Fig. 1: run 1, metal 3
(4 px per um) Cells faint in the background.
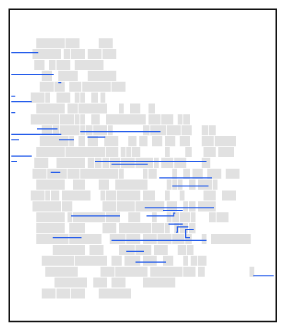
Fig. 2: run 1, routing congestion
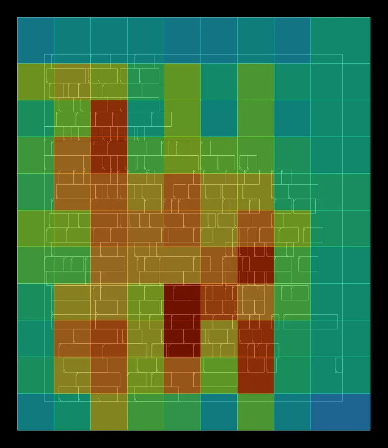
Fig. 3: run 1, register map, names as in the netlist
(6 px per um) Other sequential cells in the stronger grey, the rest of the logic in the fainter grey.
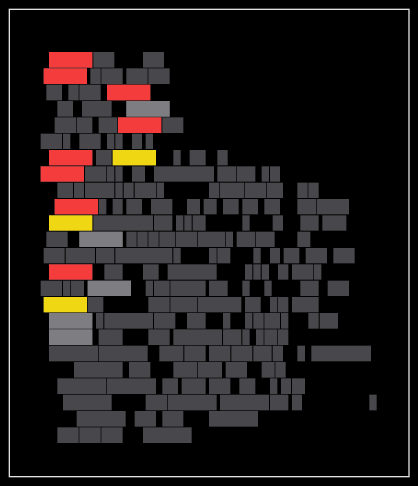
==> config.mk <==
export PLATFORM = sky130hd
export DESIGN_NAME = decoder_rr_arbiter_flat
export DESIGN_NICKNAME = d
export VERILOG_FILES = /design/src/rtl/decoder_rr_arbiter_if.sv /design/src/rtl/decoder_rr_arbiter.sv /design/src/flat_wrapper.sv
export SDC_FILE = /design/constraint.sdc
export NUM_CORES = 1
export LEC_CHECK = 0
export CORE_ASPECT_RATIO = 1.2
export CORE_MARGIN = 5
export CORE_UTILIZATION = 45
export CTS_BUF_LIST = sky130_fd_sc_hd__clkbuf_8
export CTS_CLUSTER_SIZE = 25
export DETAILED_ROUTE_END_ITERATION = 12
export PLACE_DENSITY = 0.75
export SYNTH_ARGS = -nofsm -noshare
export SYNTH_HDL_FRONTEND = slang
export SYNTH_SLANG_ARGS = --single-unit
==> constraint.sdc <==
create_clock -name clk -period 3.9 [get_ports clk]
set_input_delay 0.78 -clock clk [delete_from_list [all_inputs] [get_ports clk]]
set_output_delay 0.78 -clock clk [all_outputs]
set_load 0.02 [all_outputs]
==> results.rst, run 1 <==
Physical design figures
=======================

.. list-table::
   :header-rows: 1

   * - Metric
     - Value
   * - H-tree lvl count
     - 1
   * - Cell seen most often among critical-path stages
     - sky130_fd_sc_hd__mux2i_1
   * - Setup slack of the worst register-to-register path
     - 0.27 ns
   * - Critical Path Fanout Max
     - 11
   * - Final max-slew violation count
     - 0
   * - Library cell contributing the largest single delay on the critical path
     - sky130_fd_sc_hd__ha_1
   * - Max FFs per register
     - 8
   * - Share of the clock period used by the worst path after layout
     - 93.13%
   * - DRC viols
     - 0
   * - Result of the run
     - finished, final reports clean
   * - Clock tree from TritonCTS
     - done
   * - Final Skew
     - 0.003655 ns
   * - Non-Filler Cell Area, Final
     - 2011 um^2
   * - Mean cell area of the mapped netlist
     - 9.754 um^2
   * - Final setup margin
     - 0.2680 ns
   * - Element type at the critical path start
     - register
   * - Max-cap violation count
     - 0
   * - Internal power
     - 1.009 mW
   * - Final estimated routing congestion in global placement
     - 0.9777
   * - Distinct cells, synth
     - 57
   * - Post-synth tally of flip-flops with integrated enable
     - 0
   * - Class of the worst hold path
     - register to register
   * - Largest area contributor in the synthesized netlist
     - sky130_fd_sc_hd__dfxtp_1
   * - Clk sinks
     - 16
   * - Post-CTS Setup Repair Bufs
     - 0
   * - Cell area after synthesis
     - 1717 um^2
   * - Area fraction of the dominant cell type after synthesis
     - 18.66%
   * - Clock group power
     - 115 uW
-- Fig. 1 (at the start) --
longest straight run: 27.6 um
main direction: horizontal
wire length on this layer: 235 um
global routing met3 resource utilization: 1.879%
wire length reported by the detailed router: 4.468 mm
total via count after detailed routing: 1,540

-- Fig. 2 (at the start) --
routed len/inst: 18.09 um
GRT Util Overall: 18.21%
global routing usage on met1: 24.73%
met2 usage: 29.79%
gr busiest metal: met2

-- Fig. 3 (at the start) --
legend:
  `u_core.bus.grant_idx`:
    colour: yellow
    placed_flops: 3
  `u_core.bus.grant`:
    colour: red
    placed_flops: 8
total sequential power: 253 uW
Seq. cell area: 320.3 um^2
Seq/total area: 15.93%
final cell utilization of the core: 54.88%

==> run 1: layout make-up <==
class	count	area share (%)
sequential	16	15.93
clock buffer	3	2.054
timing repair buffer	27	12.69
tap	52	3.236
inverter	8	1.493
multi-input combinational	141	64.59
==> run 1: placed cells by master (no fill, tap or decap), drive strengths merged, types with 2 or more instances in the layout <==
cell / netlist / routed
nand3: 3 / 3
a21oi: 10 / 10
dfxtp: 16 / 16
xnor2: 4 / 4
a21boi: 2 / 2
mux4: 14 / 14
a31o: 2 / 2
nor3b: 4 / 4
buf: 10 / 6
mux2: 6 / 6
a211oi: 2 / 2
nor2: 15 / 15
nor3: 9 / 9
o22ai: 3 / 3
o21ai: 6 / 6
o32ai: 2 / 2
o22a: 2 / 2
ha: 2 / 2
nand2: 12 / 12
nand2b: 2 / 2
a221oi: 3 / 3
o211ai: 2 / 2
clkbuf: 1 / 3
o31ai: 2 / 2
o221ai: 4 / 4
inv: 7 / 7
mux2i: 12 / 12
clkdlybuf4s50: 0 / 21
a31oi: 2 / 2
==> run 1: layer usage <==
metal	part of all wire [%]	up-vias
met5	0	-
met4	0.92	0
met1	42	754
met3	5.3	5
met2	51	51
li1	-	730
==> run 1: kinds of logic (layout without fill, tap and decap cells) <==
| logic type | after synthesis | count (layout) | share of synthesized area, % |
|---|---|---|---|
| xor gates and xnor gates | 4 | 4 | 3.135 |
| other | 1 | 1 | 0.2184 |
| adders and majority gates | 2 | 2 | 1.457 |
| and+or+nand+nor | 53 | 53 | 16.11 |
| AOI/OAI and AO/OA | 49 | 49 | 25.44 |
| muxes | 32 | 32 | 29.30 |
| DFF | 16 | 16 | 18.66 |
| buffers and inverters | 19 | 38 | 5.685 |
==> run 1 -> run 2 <==
Settings changed: TNS_END_PERCENT set to 20.
Fig. 4: run 2, routed metal, one colour a layer
(6 px per um) Only two layers are drawn.
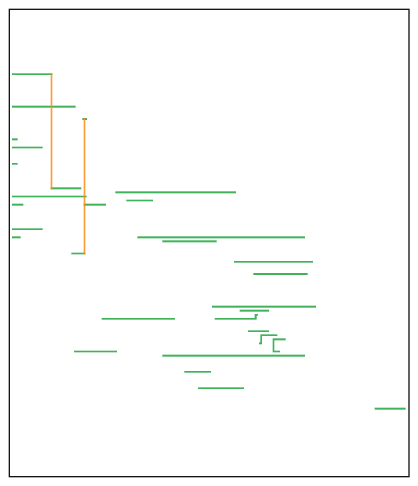
legend:
  M4:
    colour: orange
    wire_length: 41.5 um
  M3:
    colour: green
    wire_length: 235 um

Fig. 5: run 2, met1 routing
(8 px per um) Supply wires on this layer in grey. Cells faint in the background.
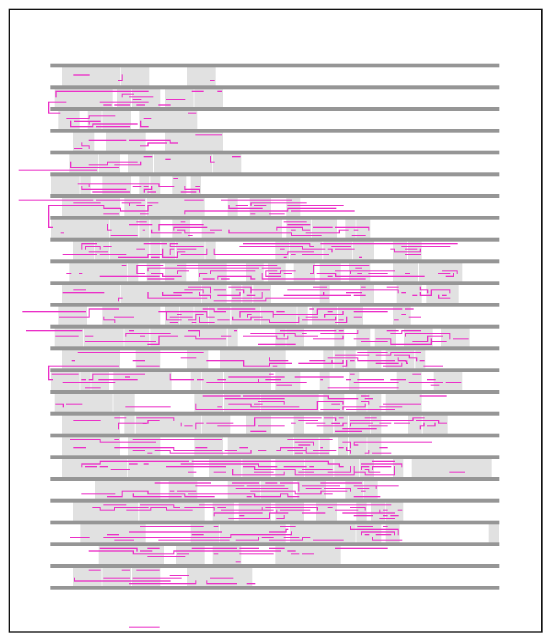
share of all routed wire: 42%
longest straight run: 23.9 um

==> run 2 against run 1 <==
Effect of this change:
- synthesized cell count did not move
- largest cell class unchanged
- via count did not move
- final area is the same
- sequential share of layout area unchanged
- critical path depth unchanged
- hold slack unchanged
- critical endpoint unchanged
- highest routed layer unchanged
- die area unchanged
- clock skew unchanged
- clock power about the same
==> results.rst, run 2 <==
Physical design figures
=======================

.. list-table::
   :header-rows: 1

   * - Metric
     - Value
   * - Clock group power
     - 115 uW (about the same)
   * - Max-cap violation count
     - 0 (unchanged)
   * - Final estimated routing congestion in global placement
     - 0.9777 (unchanged)
   * - Result of the run
     - finished, final reports clean (unchanged)
   * - Wire length on met3
     - 235 um (unchanged)
   * - Largest area contributor in the synthesized netlist
     - sky130_fd_sc_hd__dfxtp_1 (unchanged)
   * - Post-CTS Setup Repair Bufs
     - 0 (unchanged)
   * - Most frequent cells in the layout
     - sky130_fd_sc_hd__clkdlybuf4s50_1 (21), sky130_fd_sc_hd__dfxtp_1 (16), sky130_fd_sc_hd__nor2_1 (15) (unchanged)
   * - Clk sinks
     - 16 (unchanged)
   * - Post-synth tally of flip-flops with integrated enable
     - 0 (unchanged)
   * - GRT Util Overall
     - 18.21% (unchanged)
   * - Internal power
     - 1.009 mW (unchanged)
   * - Critical Path Fanout Max
     - 11 (unchanged)
   * - Element type at the critical path start
     - register (unchanged)
   * - Gr busiest metal
     - met2 (unchanged)
   * - Total via count after detailed routing
     - 1,540 (unchanged)
   * - Max FFs per register
     - 8 (unchanged)
   * - Share of the clock period used by the worst path after layout
     - 93.13% (unchanged)
   * - Global routing usage on met1
     - 24.73% (unchanged)
   * - Met2 usage
     - 29.79% (unchanged)
   * - Final setup margin
     - 0.2680 ns (unchanged)
   * - WL met1
     - 1.898 mm (unchanged)
   * - Routed len/inst
     - 18.09 um (unchanged)
   * - Cell area after synthesis
     - 1717 um^2 (unchanged)
Fig. 6: run 2, routing congestion
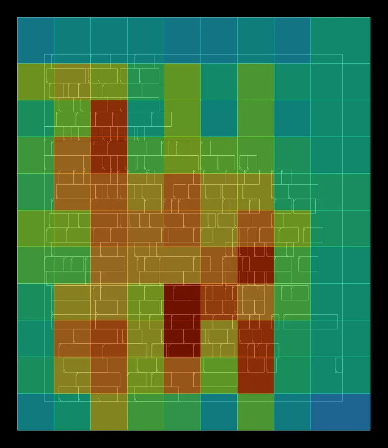

## run 2: cell counts after synthesis
Identical to the previous run, type by type.
## run 2: logic make-up (layout without fill, tap and decap cells)
logic type / Yosys count / in the layout / synth area share [%]
adder cells (fa/ha/maj): 2 / 2 / 1.457
multiplexers: 32 / 32 / 29.30
flip-flops: 16 / 16 / 18.66
XOR/XNOR: 4 / 4 / 3.135
AND/OR/NAND/NOR: 53 / 53 / 16.11
buffers and inverters: 19 / 38 / 5.685
other: 1 / 1 / 0.2184
AND-OR/OR-AND: 49 / 49 / 25.44
## run 2: metrics by stage
| step | power [mW] | area [um^2] | instances |
|---|---|---|---|
| after global routing | 2.142 | 2011 | 247 |
| after CTS | 2.001 | 2011 | 247 |
| after global placement | 1.838 | 1969 | 244 |
| final | 2.008 | 2011 | 247 |
| after detailed placement | 1.878 | 1969 | 244 |
| after floorplan | 1.525 | 1717 | 176 |
## run 2: final cells by class
cell class | count | area [um^2]
Clock buffer | 3 | 41.29
Tap cell | 52 | 65.06
Sequential cell | 16 | 320.3
Inverter | 8 | 30.03
Timing Repair Buffer | 27 | 255.2
Multi-Input combinational cell | 141 | 1299
Fill cell | 333 | 1653
## run 2: critical path: stages, from the launching register on
cell                       delay [ns]
sky130_fd_sc_hd__dfxtp_1         0.33
sky130_fd_sc_hd__clkinv_1        0.20
sky130_fd_sc_hd__ha_1            0.63
sky130_fd_sc_hd__buf_4           0.23
sky130_fd_sc_hd__mux2i_1         0.39
sky130_fd_sc_hd__mux2i_1         0.18
sky130_fd_sc_hd__o221a_1         0.30
sky130_fd_sc_hd__a21oi_2         0.18
sky130_fd_sc_hd__o32ai_4         0.12
sky130_fd_sc_hd__or3_1           0.37
sky130_fd_sc_hd__a32oi_4         0.35
sky130_fd_sc_hd__nor3b_1         0.25
Power and IR drop assume default switching activity.
